<file path="src/rtl/led_matrix_rx.sv">
// Serial LED-matrix receiver: column/row shift chains clocked by synchronized pin edges,
// committed into a frame buffer on latch-enable rising edges, with frame and error counters.
module led_matrix_rx #(
    parameter int COLS = 8,
    parameter int ROWS = 8
) (
    input  logic                     clk,
    input  logic                     reset,
    input  logic                     cclk,
    input  logic                     csdi,
    input  logic                     le,
    input  logic                     rclk,
    input  logic                     rsdi,
    input  logic                     oeb,
    input  logic [$clog2(ROWS)-1:0]  rd_row,
    output logic [COLS-1:0]          rd_data,
    output logic                     frame_done,
    output logic [7:0]               frame_cnt,
    output logic [7:0]               err_cnt
);

    localparam int RW = $clog2(ROWS);

    // Bit positions of each pin in the synchronizer vectors.
    localparam int P_CCLK = 0;
    localparam int P_CSDI = 1;
    localparam int P_LE   = 2;
    localparam int P_RCLK = 3;
    localparam int P_RSDI = 4;
    localparam int P_OEB  = 5;

    logic [5:0]       pins;
    logic [5:0]       sync1;
    logic [5:0]       sync2;
    logic [2:0]       prev;        // {rclk, le, cclk} one cycle behind sync2

    // Registered edge strobes and the data/enable sampled alongside them.
    logic             cclk_rise;
    logic             le_rise;
    logic             rclk_rise;
    logic             csdi_q;
    logic             rsdi_q;
    logic             oeb_q;

    logic [COLS-1:0]  col_shift;
    logic [ROWS-1:0]  row_shift;
    logic [ROWS-1:0]  row_valid;
    logic [COLS-1:0]  frame [ROWS];

    logic             row_onehot;
    logic [RW-1:0]    row_idx;

    assign pins = {oeb, rsdi, rclk, le, csdi, cclk};

    always_comb begin
        row_onehot = 1'b0;
        row_idx    = '0;
        if (row_shift != '0 && (row_shift & (row_shift - 1'b1)) == '0)
            row_onehot = 1'b1;
        for (int i = 0; i < ROWS; i++) begin
            if (row_shift[i])
                row_idx = RW'(i);
        end
    end

    assign rd_data = frame[rd_row];

    always_ff @(posedge clk) begin
        if (reset) begin
            // Sync and edge history load high so a pin already high on release is not an edge.
            sync1      <= '1;
            sync2      <= '1;
            prev       <= '1;
            cclk_rise  <= 1'b0;
            le_rise    <= 1'b0;
            rclk_rise  <= 1'b0;
            csdi_q     <= 1'b1;
            rsdi_q     <= 1'b1;
            oeb_q      <= 1'b1;
            col_shift  <= '0;
            row_shift  <= '0;
            row_valid  <= '0;
            frame_done <= 1'b0;
            frame_cnt  <= '0;
            err_cnt    <= '0;
            for (int i = 0; i < ROWS; i++)
                frame[i] <= '0;
        end else begin
            sync1     <= pins;
            sync2     <= sync1;
            prev      <= {sync2[P_RCLK], sync2[P_LE], sync2[P_CCLK]};
            cclk_rise <= sync2[P_CCLK] & ~prev[0];
            le_rise   <= sync2[P_LE]   & ~prev[1];
            rclk_rise <= sync2[P_RCLK] & ~prev[2];
            csdi_q    <= sync2[P_CSDI];
            rsdi_q    <= sync2[P_RSDI];
            oeb_q     <= sync2[P_OEB];

            frame_done <= 1'b0;

            // Commit reads the chains as they stood before this cycle's shifts.
            if (le_rise && !oeb_q) begin
                if (row_onehot) begin
                    frame[row_idx] <= col_shift;
                    if (&(row_valid | row_shift)) begin
                        row_valid  <= '0;
                        frame_done <= 1'b1;
                        frame_cnt  <= frame_cnt + 8'd1;
                    end else begin
                        row_valid <= row_valid | row_shift;
                    end
                end else if (err_cnt != 8'hFF) begin
                    err_cnt <= err_cnt + 8'd1;
                end
            end

            if (cclk_rise)
                col_shift <= {col_shift[COLS-2:0], csdi_q};
            if (rclk_rise)
                row_shift <= {row_shift[ROWS-2:0], rsdi_q};
        end
    end

endmodule

</file>
<file path="config.mk">
export PLATFORM = sky130hd
export DESIGN_NAME = led_matrix_rx
export DESIGN_NICKNAME = d
export VERILOG_FILES = /design/src/rtl/led_matrix_rx.sv
export SDC_FILE = /design/constraint.sdc
export NUM_CORES = 1
export LEC_CHECK = 0
export CAP_MARGIN = 20
export CORE_MARGIN = 8
export CORE_UTILIZATION = 50
export CTS_CLUSTER_SIZE = 12
export DETAILED_ROUTE_END_ITERATION = 7
export PLACE_DENSITY = 0.69
export SETUP_SLACK_MARGIN = 0.4
export SYNTH_ARGS = -nofsm -noshare
export SYNTH_HDL_FRONTEND = slang
export SYNTH_SLANG_ARGS = --single-unit
</file>
<file path="constraint.sdc">
create_clock -name clk -period 2.9 [get_ports clk]
set_input_delay 0.29 -clock clk [delete_from_list [all_inputs] [get_ports clk]]
set_output_delay 0.29 -clock clk [all_outputs]
set_load 0.005 [all_outputs]
</file>
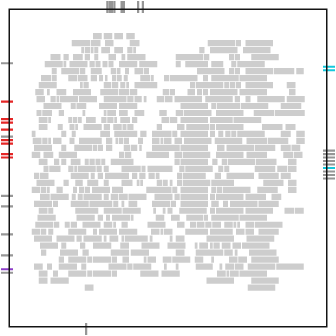
(run_1/pinout.png)
Pins as bars across the die edge, other pins in grey.
rclk -> purple  # pins 1, direction input, edge west
rd_row -> cyan  # pins 3, direction input, edge east
frame_cnt -> red  # pins 8, direction output, edge west
all pins by edge = 16 west, 11 east, 8 north, 1 south
Die Wd: 123 um
Die Y-Extent: 123 um
number of buffer cells added on primary ports: 35

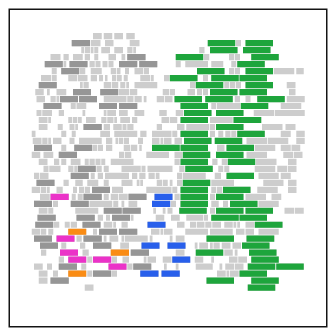
(run_1/ff_map.png)
Other sequential cells in the stronger grey, the rest of the logic in the fainter grey.
prev -> orange  # placed flops 3
frame -> green  # placed flops 64
sync2 -> magenta  # placed flops 6, where south-west
col_shift -> blue  # placed flops 8, where south
not coloured = 45
area taken by flip-flops and latches: 3160 sq um
sequential cell area share: 46.4%
utilization of the core after routing: 60.2%
total sequential power: 1.93 mW

==> notes.md, run 1 <==
The run has ended; figures from its reports follow.

The total routed wirelength came out at 11500 um. The most used flip-flop cell after synthesis is sky130_fd_sc_hd__edfxtp_1. The filler-free cell count of the finished design is 648. The cell total after placement came out at 614. The final total power came out at 4.08 mW. Per the cell usage report, the commonest logic cells after layout are 64 x sky130_fd_sc_hd__edfxtp_1, 62 x sky130_fd_sc_hd__dfxtp_1, 41 x sky130_fd_sc_hd__and2_1, 33 x sky130_fd_sc_hd__nor2_1, 33 x sky130_fd_sc_hd__clkdlybuf4s50_1.

Buffers added to address setup during post-CTS repair amount to 0. CTS added clock buffers totalling 17. The area share of and/or/nand/nor cells after synthesis came out at 21.9%. The tightest hold path in the finished design has a slack of 0.391 ns. The flow ran to the end, and the final reports show no timing, DRC or antenna violations. The maximum level of the CTS H-tree came out at 4. Setup slack closes at 0.520 ns. The tightest slew margin relative to the limit came out at 46.4%. The number of cells in Yosys stat came out at 459. The top cell type in the final layout, fill and taps aside, is sky130_fd_sc_hd__edfxtp_1. The via-per-instance ratio is 5.48. The number of synthesis warnings is 0. The minimum clock period after layout is 2.38 ns. The async set-reset flop share out of synthesis is 0%. The total power divided by cell area is 599 nW/um^2. The data arrival time of the critical path is 2.09 ns. Entering global routing, the biggest net connects 89 pins. The number of antenna-violating nets in the routed design came out at 0. The synthesized netlist cell count came out at 459. The post-detailed-route wirelength per cell is 17.7 um. The cell area after layout is 6810 sq um.

The chip area is 15100 sq um. The ratio of final minimum period to clock period came out at 82.1%. In this run the layout overhead on the synthesized area is reported as 18.8%. The row count came out at 39. Summed over all instances, the cell type with the most area after synthesis is sky130_fd_sc_hd__edfxtp_1.

The share of the core area taken by cells at floorplan is 50.6%. The floorplan step defined a core boundary enclosing 11300 sq um. The number of remaining DRC errors is 0. The clock net in this run drives a total of 126 sinks. The total track usage came out at 16.2%. According to the I/O placement log, the pin count is 36. The via count of the first global-routing pass came out at 3518.

The pin slew with the least headroom to its limit came out at 0.803 ns. The aggregate global routing overflow is 0. The wire length of the first global-routing pass is 18700 um. The xor/xnor share of the synthesized area is 0%. The count of final max-slew check failures came out at 0.

The post-synthesis cell type with the largest instance count is sky130_fd_sc_hd__edfxtp_1. The count of nets after finishing came out at 505. The count of final setup violators is 0. The worst VDD IR drop from the latest analysis is 0.382 mV. The synthesized area is 5730 sq um.

For reference, the top cells by area after synthesis are sky130_fd_sc_hd__edfxtp_1 34%, sky130_fd_sc_hd__dfxtp_1 22%, sky130_fd_sc_hd__mux4_2 6.3%. The maximum frequency from static timing analysis is 420 MHz. The sum of net half-perimeters after detailed placement came out at 7950 um. The tally of OpenROAD warnings is 26.

The post-synthesis mux area share came out at 13.7%. TritonCTS built the clock tree. Per the CTS log, the root buffer master is sky130_fd_sc_hd__clkbuf_16. The worst setup path is captured at an output port. No sink is reached through more buffers than the 2 on the longest clock path. The number of diodes is 0.

The clock transition at the registers of the reported paths is 0.06 ns. The worst-path maximum fanout is 8. The share of post-route cells with drive strength above 1 came out at 27.3%.

The number of failing hold endpoints at the final stage is 0. The per-instance average area after synthesis is 12.5 sq um. The number of unique standard cell types used by synthesis came out at 45. Setup repair after global routing left no endpoint under its margin. The worst setup path is launched from a primary input. After Yosys synthesis, AND-OR and OR-AND compound gates account for 4.98% of the synthesized area.

The number of nets at floorplan came out at 472. The total number of vias came out at 3553. The setup TNS after final layout is 0 ns. By area, the combinational part of the netlist is dominated by simple AND/OR/NAND/NOR gates. The total of fill cells in the finished design is 909.
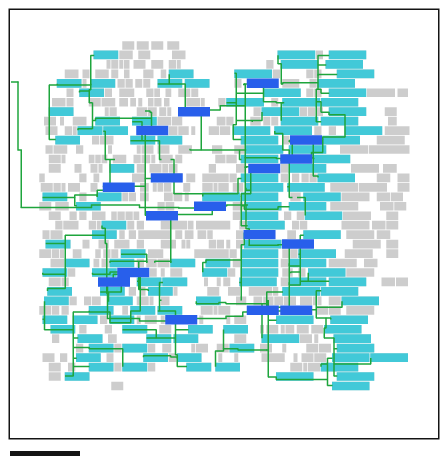
(run_1/clock_wires.png)
Bar = 20 um.
clock wires -> green  # length 1440 um
clock-net drivers -> blue  # count 17
flip-flops -> cyan  # count 126
flops lie = spread over the die
routed clock nets = 18
maximum clock skew at final layout: 0.0127 ns
clock network power: 1.98 mW
Clk pwr share: 48.5%
clk latency late pin: 0.41 ns

## run 1: worst max-delay path, stage by stage
cell                              delay (ns)
sky130_fd_sc_hd__dlygate4sd2_1          0.28
sky130_fd_sc_hd__bufbuf_16              0.31
sky130_fd_sc_hd__mux4_2                 0.49
sky130_fd_sc_hd__mux2_2                 0.27
sky130_fd_sc_hd__clkdlybuf4s50_1        0.45
## run 1: routing by layer
| metal | part of all wire [%] | GRT usage (%) | vias to the layer above |
|---|---|---|---|
| li1 | - | - | 1723 |
| met4 | 1.1 | 5.27 | 0 |
| met5 | 0 | 0 | - |
| met1 | 44 | 20.3 | 1718 |
| met3 | 5.2 | 4.20 | 11 |
| met2 | 50 | 26.9 | 101 |
## run 1: layout make-up
type                    instances  area, sq um  area share, %
clock buffers                  18          439           6.45
well taps                     143          179           2.63
flip-flops and latches        126         3160           46.4
multi-input cells             287         2370           34.8
inverters                      10         37.5          0.551
clock inverters                14          125           1.84
repair buffers                 50          494           7.26
## run 1: state kept, by name, summed over array words and instances (netlist names)
register,cells
frame_cnt,8
row_valid,8
rsdi_q,1
oeb_q,1
prev,3
sync2,6
csdi_q,1
le_rise,1
col_shift,8
err_cnt,8
sync1,6
cclk_rise,1
rclk_rise,1
frame,64
row_shift,8
frame_done,1
## run 1: path summary, 6_finish.rpt
check | from | to | depth (start not counted) | slack, ns
worst max-delay path | rd_row[0] | rd_data[1] | 5 | 0.52
worst max register to register | row_shift[0] | frame[0][2] | 5 | 0.55
worst min register to register | prev[0] | cclk_rise | 1 | 0.39
worst min-delay path | prev[0] | cclk_rise | 1 | 0.39
## run 1: power by group
group	internal, mW	switching [mW]
sequential	1.91	0.0210
clock	1.15	0.835
combinational	0.0981	0.0727
==> run_1/clock_nets.png <==
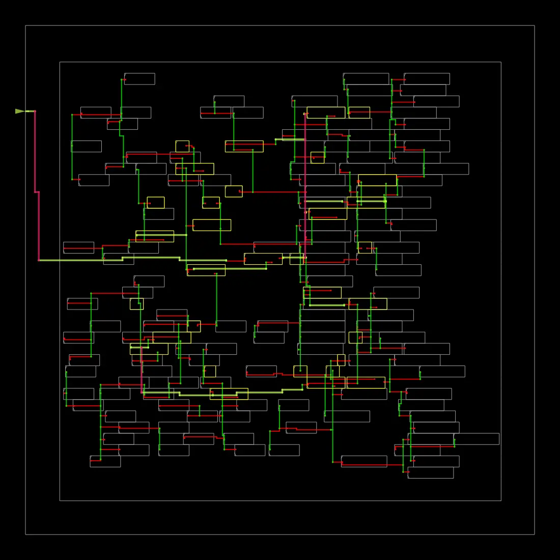

--- run 2 (diff from run 1) ---
==> constraint.sdc (replaced) <==
create_clock -name clk -period 2.2 [get_ports clk]
set_input_delay 0.22 -clock clk [delete_from_list [all_inputs] [get_ports clk]]
set_output_delay 0.22 -clock clk [all_outputs]
set_load 0.005 [all_outputs]
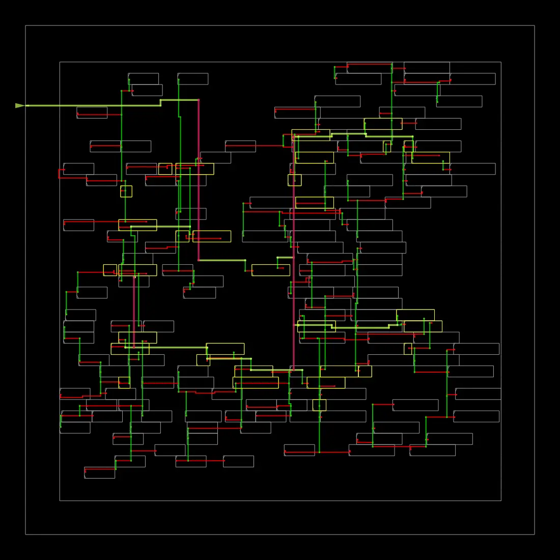
(run_2/clock_nets.png)
number of flip-flops and latches: 126
maximum clock skew at final layout: 0.00898 ns
clk sinks: 126
number of buffers inserted during clock tree synthesis: 17

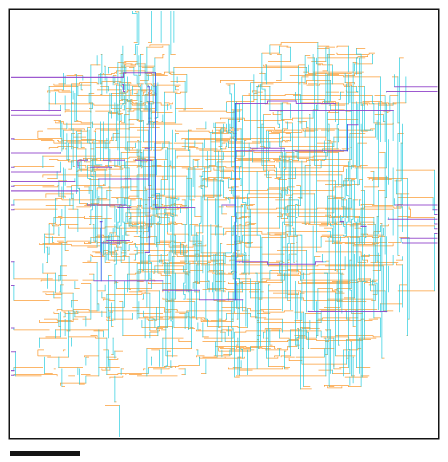
(run_2/layers.png)
Bar = 20 um.
M3 -> purple  # wire length 508 um
M2 -> cyan  # wire length 6520 um
M1 -> orange  # wire length 5390 um
M4 -> blue  # wire length 167 um
all-layer global routing usage: 17.4%
number of vias in the routed layout: 3726
total length of routed wires: 12600 um

==> notes.md, run 2 <==
The run has ended; figures from its reports follow.

The cell total after placement is 638. Looking at area per cell type in the netlist, the leader is sky130_fd_sc_hd__edfxtp_1. The largest register by flop count is frame. The largest individual stage delay along the critical path comes from the cell sky130_fd_sc_hd__dfxtp_4. The row count came out at 39. The number of antenna-violating nets in the routed design is 0.

The cell at the root of the clock tree is sky130_fd_sc_hd__clkbuf_16. The final hold slack is 0.367 ns. The ratio of final minimum period to clock period is 92.8%. The leakage power total is 2.83 nW.

Across all stage logs, warnings added up to 29. The flow ran to the end, and the final reports show no timing, DRC or antenna violations. TritonCTS built the clock tree. The via count of the first global-routing pass is 3767. The aggregate global routing overflow came out at 0.

The post-detailed-route wirelength per cell came out at 18.3 um. Summed over all failing endpoints, the final setup total negative slack is 0 ns. Max-slew check failures listed in the final report amount to 0.

The type recorded for the worst min-delay path is in2reg. The post-synthesis cell type with the largest instance count is sky130_fd_sc_hd__edfxtp_1. For reference, the post-synthesis area per instance comes to 12.5 sq um. The total power divided by cell area came out at 744 nW/um^2. The number of synthesis warnings is 0.

Leaving out fill and tap cells, the most frequent cells in the layout are 64 x sky130_fd_sc_hd__edfxtp_1, 57 x sky130_fd_sc_hd__dfxtp_1, 33 x sky130_fd_sc_hd__nor2_1, 33 x sky130_fd_sc_hd__and2_1, 33 x sky130_fd_sc_hd__buf_4. The pin slew with the least headroom to its limit came out at 0.828 ns. The number of remaining DRC errors came out at 0. The routability congestion estimate is 0.800.

For this run, asynchronously set or reset flops after synthesis account for 0%. STA classifies the critical path endpoint as a register. The synthesized instance count is 459. STA classifies the critical path startpoint as a register.

The largest net degree at the start of global routing is 89. The worst-path maximum fanout is 11. The placed standard-cell area is 6440 sq um. The number of violations of the max-capacitance limit is 0. After clock tree synthesis, the setup repair step added 10 buffers.

The data required time at the worst endpoint is 2.50 ns. The utilization after layout is 66.5%. The final worst-path setup slack came out at 0.158 ns. The tightest slew margin relative to the limit is 44.8%. Setup repair after global routing could not meet its margin everywhere. Data arrives at the worst endpoint at 2.34 ns. The total iterations of the first detailed-routing run is 4. The chip area came out at 15100 sq um.

Overall power consumption after layout is estimated at 5.60 mW. The area taken by sequential standard cells is reported as 3180 sq um. Along the critical path, the tally of buffer and inverter instances is 2.

Counting flops with a built-in enable in the synthesized netlist gives 64. Among the stages of the critical path, the cell type that occurs most often is sky130_fd_sc_hd__buf_4. The number of nets at floorplan is 472.

Counting instances in the post-synthesis netlist gives the leading cell types as 64 x sky130_fd_sc_hd__edfxtp_1, 62 x sky130_fd_sc_hd__dfxtp_1, 41 x sky130_fd_sc_hd__and2_1. The overall die width came out at 123 um. The sum of net half-perimeters after detailed placement is 8270 um. The cell area after layout is 7530 sq um. The final hold violation count recorded for this run is 0. The registers of the reported paths see a clock transition of 0.06 ns. The number of port buffers is 35. By area the synthesized netlist is led by sky130_fd_sc_hd__edfxtp_1 34%, sky130_fd_sc_hd__dfxtp_1 22%, sky130_fd_sc_hd__mux4_2 6.3%. The sequential fraction of the synthesis area came out at 55.2%. During I/O placement, the number of pins put on the boundary was 36. The share of post-route cells with drive strength above 1 is 38.8%. The worst setup path category is reg2reg.

The maximum frequency from static timing analysis came out at 490 MHz. The number of antenna diodes in the final layout is 0. The initial core utilization came out at 50.6%. By instance count after routing, the leading logic cell type is sky130_fd_sc_hd__edfxtp_1.

The register with the most flip-flops in the layout has 64 of them. Per the synthesis report, the number of distinct cell types is 45. The wire length of the first global-routing pass is 20000 um. The number of flip-flops and latches in the synthesized netlist is 126.

The via-per-instance ratio is 5.42. Broken down by cell family, the worst path's largest delay share belongs to simple AND/OR/NAND/NOR gates. The setup slack after placement came out at -0.217 ns. The die outline height is 123 um. The later-pin clock latency in the skew report came out at 0.41 ns. For the finished layout, the period the worst path requires is 2.04 ns. The filler-free cell count of the finished design came out at 687. Traced cell by cell, the critical path runs through nor4_4 > nand3b_1 > nand3_1 > buf_4 > and3_1 > buf_4 > nor3_1. The worst voltage drop across the vdd grid is 0.562 mV.

In this run the standard cell core region covers 11300 sq um. The number of cells in Yosys stat is 459. Per the synth stats, the flop cell with the highest instance count is sky130_fd_sc_hd__edfxtp_1. The total area of multi-input combinational cells is 2620 sq um.

After synthesis, the largest area contributor takes up 33.5% of total cell area. In this run the cell area of the synthesized design comes to 5730 sq um. The relative area change from synthesis to final layout is 31.3%.

The delay of the slowest cell on the worst path is 0.37 ns. The count of nets after finishing is 544. The total of fill cells in the finished design came out at 822. The number of gates resized after CTS is 88. CTS reports a maximum clock tree buffer depth of 2.

The maximum level of the CTS H-tree came out at 4. The hold buffer count at cts is 0. The count of final setup violators came out at 0. The initial antenna violation count was 0. In the synthesis report, Yosys lists the chip area as 5730 sq um. After the first detailed-routing iteration, the DRC count stood at 265.
-- run 2: netlist changes by cell type in the layout (fill, tap and decap cells not counted), sizes merged --
cell / change
clkinvlp: +1
buf: +46
clkdlybuf4s15: +1
clkdlybuf4s50: -8
clkinv: -4
clkbuf: +3
bufinv: +1
dlygate4sd2: -1
-- run 2: cells by family after synthesis --
| family | Yosys count | share of synthesized area [%] |
|---|---|---|
| mux | 56 | 13.7 |
| fa+ha+maj | 2 | 0.436 |
| flops | 126 | 55.2 |
| simple gates | 197 | 21.9 |
| buf+inv | 46 | 3.78 |
| compound gates | 32 | 4.98 |
-- run 2: path summary, 6_finish.rpt --
path                              startpoint           end  slack, ns  cells past startpoint
worst max-delay path            row_shift[0]  row_valid[6]       0.16                      7
worst max register to register  row_shift[0]  row_valid[6]       0.16                      7
worst min-delay path                    rclk      sync1[3]       0.37                      2
worst min register to register       prev[2]     rclk_rise       0.39                      1
-- run 2: area by class of cell --
class | count | share of cell area, %
Clock inverter | 12 | 1.56
Clock buffer | 20 | 6.38
Tap cell | 143 | 2.38
Multi-Input combinational cell | 287 | 34.8
Inverter | 10 | 0.499
Sequential cell | 126 | 42.2
Timing Repair Buffer | 89 | 12.2
-- run 2: where the power goes --
group | switching, mW | internal [mW] | leakage [nW] | total [mW]
Sequential | 0.0272 | 2.51 | 1.17 | 2.54
Clock | 1.08 | 1.72 | 0.292 | 2.80
Combinational | 0.111 | 0.153 | 1.37 | 0.264
-- run 2: routing by layer --
| metal | GRT usage [%] | vias up | part of all wire, % |
|---|---|---|---|
| met5 | 0 | - | 0 |
| met4 | 5.79 | 0 | 1.3 |
| met3 | 4.52 | 13 | 4.0 |
| met2 | 30.3 | 79 | 52 |
| met1 | 20.6 | 1831 | 43 |
| li1 | - | 1803 | - |
==> run_2/clock_wires.png <==
Bar = 20 um.
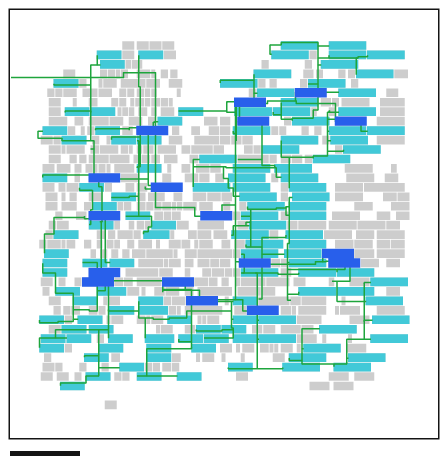

--- run 3 (diff from run 2) ---
==> constraint.sdc (replaced) <==
create_clock -name clk -period 2.2 [get_ports clk]
set_input_delay 0.22 -clock clk [delete_from_list [all_inputs] [get_ports clk]]
set_output_delay 0.22 -clock clk [all_outputs]
set_load 0.01 [all_outputs]
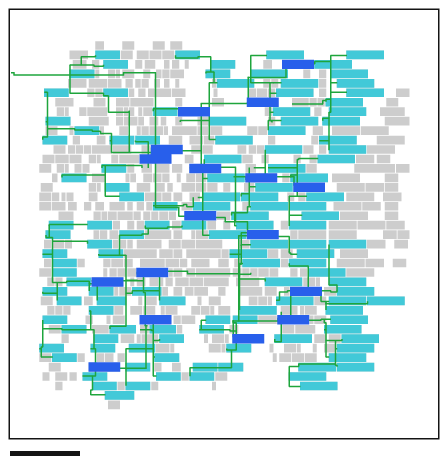
(run_3/clock_wires.png)
Bar = 20 um.
Clk pwr share: 47.4%
clock network power: 2.53 mW
maximum clock skew at final layout: 0.00935 ns

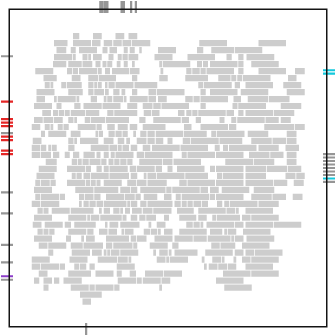
(run_3/pinout.png)
Pins as bars across the die edge, other pins in grey.
rd_row -> cyan  # pins 3, direction input, edge east
frame_cnt -> red  # pins 8, direction output, edge west
rclk -> purple  # pins 1, direction input, edge west

==> notes.md, run 3 <==
The run has ended; figures from its reports follow.

CTS placed an instance of sky130_fd_sc_hd__clkbuf_16 at the clock tree root. The biggest slice of the area belongs to registers. The analysis attributes to cell leakage a power of 2.80 nW. Clock tree synthesis found a total of 126 sinks. The flip-flop count of the largest register after layout is 64.

The class of the most critical hold timing path is in2reg. The synthesis stats list as the most numerous cell sky130_fd_sc_hd__edfxtp_1. The worst path buffer plus inverter count is 2. The layout clock buffer count came out at 20. The via count of the first global-routing pass is 3771. The final total power came out at 5.35 mW. The synthesized netlist cell count came out at 459. The setup slack after placement is -0.237 ns. The total number of vias is 3730.

The filler-free cell count of the finished design came out at 684. The worst setup path is captured at a register. The die outline height came out at 123 um.

In the layout the commonest cells are 64 x sky130_fd_sc_hd__edfxtp_1, 55 x sky130_fd_sc_hd__dfxtp_1, 35 x sky130_fd_sc_hd__buf_4, 33 x sky130_fd_sc_hd__nor2_1, 33 x sky130_fd_sc_hd__and2_1. The floorplan core area is 11300 sq um. On the critical path, the stage with the largest delay is an instance of sky130_fd_sc_hd__dfxtp_4. From synthesis to final layout, the design area changed by 28.7%. The count of nets after finishing came out at 541.

The later-pin clock latency in the skew report is 0.41 ns. At floorplan, the net count of the design was reported as 472. The initial core utilization came out at 50.6%. By area the synthesized netlist is led by sky130_fd_sc_hd__edfxtp_1 34%, sky130_fd_sc_hd__dfxtp_1 22%, sky130_fd_sc_hd__mux4_2 6.3%. The post-synth register bit count is 126. The worst voltage drop across the vdd grid came out at 0.502 mV.

Looking at the reg2reg group, the worst path starts from row_shift[1]. The setup TNS after final layout is 0 ns. At the end of routability-driven placement, the weighted congestion stood at 0.811.

The area share of buffers outside the clock network came out at 11.7%. Endpoints failing hold in the final report were tallied at 0. The cell total after placement came out at 631. The number of stages on the worst hold path is 2. The count of plain and timing-repair buffers in the layout is 86. Counting flops with an async set or reset pin after synthesis yields a share of 0%.

The data required time at the worst endpoint is 2.31 ns. The worst setup path category is reg2reg. The count of final max-slew check failures came out at 0. The minimum clock period after layout is 2.11 ns. The sum of net half-perimeters after detailed placement came out at 8150 um. The top cell type in the final layout, fill and taps aside, is sky130_fd_sc_hd__edfxtp_1. In the final report, the number of endpoints failing setup comes to 0. Once layout is complete, the utilization of the core stands at 65.2%. The number of buffers created by CTS came out at 17. In this run the power density over the cells is 725 nW/um^2.

The kind of start point of the critical path is a register. The worst min-delay path endpoint is sync1[0]. The total iterations of the first detailed-routing run is 4. The aggregate global routing overflow came out at 0.

In this run the mean area of a mapped cell was 12.5 sq um. The library cell with the largest summed area after synthesis is sky130_fd_sc_hd__edfxtp_1. The tap cell instance count came out at 143.

The number of logic gates came out at 287. The count of sequential standard cells is 126. The total routed wirelength came out at 12300 um. The final worst-path setup slack is 0.0922 ns.

The post-detailed-route wirelength per cell is 18.0 um. The overall die width is 123 um. The worst reg-to-reg path cell count came out at 7.

The placement report lists the number of port buffers as 35. The chip occupies 15100 sq um. The largest net degree at the start of global routing is 89. The total track usage is 17.0%. The setup slack of the most critical reg-to-reg path came out at 0.09 ns. Across all checked pins, the minimum headroom to the slew limit is 46.7%.

The final hold slack came out at 0.370 ns. The proportion of cell area occupied by multi-input gates is 34.8%. The number of synthesis warnings is 0. The area figure in the yosys stat output came out at 5730 sq um. The ratio of final minimum period to clock period came out at 95.8%.

The footprint of the flip-flops and latches came out at 3180 sq um. The mapped netlist covers 5730 sq um. The flow reports an fmax of 474 MHz.

On the worst path, the slowest cell contributes a delay of 0.36 ns. The total I/O pin count came out at 36. The share of the final layout cell area in sequential cells came out at 43.1%.

Of the synthesized area, sequential elements account for 55.2%. The initial antenna violation count is 0. The number of design-rule violations left by the first detailed-router iteration is 257. The cell type group with the largest total delay on the critical path is AND-OR/OR-AND gates. Traced cell by cell, the critical path runs through buf_4 > a211oi_4 > a2bb2oi_4 > nand2_4 > buf_6 > a2111oi_4 > or2_4.

The launch instance of the worst min-delay path is cclk. Setup repair after global routing could not meet its margin everywhere. The hold buffer count at cts is 0. The number of diodes came out at 0. The number of remaining DRC errors came out at 0. Counting the inverters off the clock network in the layout gives 10.

The number of cells in Yosys stat is 459. After detailed routing, the number of vias per cell comes to 5.45. The register with the most flip-flops in the final layout is frame. The flow ran to the end, and the final reports show no timing, DRC or antenna violations. The terminus of the critical flop-to-flop path is frame[1][5]. The placed standard-cell area came out at 6390 sq um. Looking at the worst setup and hold paths, the clock pins of their registers show a slew of 0.06 ns. The data arrival time of the critical path came out at 2.22 ns. The portion of the layout cell area used by clock cells came out at 7.46%.

The initialized floorplan defines 39 standard-cell rows. The total of fill cells in the finished design is 831. The first global-routing pass estimated 19600 um of wire.

The tool warning count for the run is 29. The number of flops mapped to enable cells by yosys came out at 64. The share of post-route cells with drive strength above 1 came out at 38.8%. The share of Yosys cell area claimed by the top area cell type came out at 33.5%. The cell area after layout came out at 7380 sq um. The H-tree was split into 4 levels.

The transition time recorded at the tightest slew-check pin is 0.799 ns. The total area of multi-input combinational cells came out at 2570 sq um. The count of nets left with antenna violations once routing finished came out at 0. The worst-case clock buffer depth is 2.

Of all nets on the critical path, the largest fanout is 8. The number of maximum-capacitance violations recorded for the run is 0.
-- run 3: netlist changes by cell type in the layout (fill, tap and decap cells not counted), sizes merged --
cell	change
buf	-2
bufinv	-1
clkbuf	-1
clkinv	+2
clkinvlp	+1
inv	-2
-- run 3: logic make-up after synthesis --
| group | after synthesis | synth area share, % |
|---|---|---|
| multiplexers | 56 | 13.7 |
| flip-flops | 126 | 55.2 |
| buffers and inverters | 46 | 3.78 |
| AND/OR/NAND/NOR | 197 | 21.9 |
| AND-OR/OR-AND | 32 | 4.98 |
| adder cells (fa/ha/maj) | 2 | 0.436 |
-- run 3: per-layer routing --
metal / wire (um) / global-route usage, % / part of all wire, % / up-vias
met5: 0 / 0 / 0 / -
li1: - / - / - / 1799
met1: 5260 / 20.3 / 43 / 1822
met2: 6370 / 29.2 / 52 / 92
met3: 538 / 4.43 / 4.4 / 17
met4: 172 / 5.87 / 1.4 / 0
-- run 3: what timing repair did --
| action | CTS | global route |
|---|---|---|
| gates cloned | 1 | 0 |
| resized | 90 | 16 |
| endpoints found under the setup margin | 161 | 160 |
| buffers inserted | 11 | 9 |
| pin swaps | 16 | 3 |
-- run 3: worst max-delay path by stage --
stage / from / to / depth (start not counted)
floorplan: row_shift[3] / frame[0][0] / 8
global placement: rd_row[0] / rd_data[6] / 5
detailed placement: rd_row[0] / rd_data[7] / 5
CTS: row_shift[1] / frame[1][4] / 6
global route: row_shift[3] / frame[1][4] / 6
finish: row_shift[1] / frame[1][5] / 7
-- run 3: power breakdown --
group	switching [mW]	leakage, nW	total (mW)	internal, mW
Combinational	0.115	1.36	0.272	0.156
Clock	1.00	0.270	2.53	1.53
Sequential	0.0273	1.17	2.54	2.51
Total	1.15	2.80	5.35	4.20
Power is estimated from default activity; no workload was simulated.
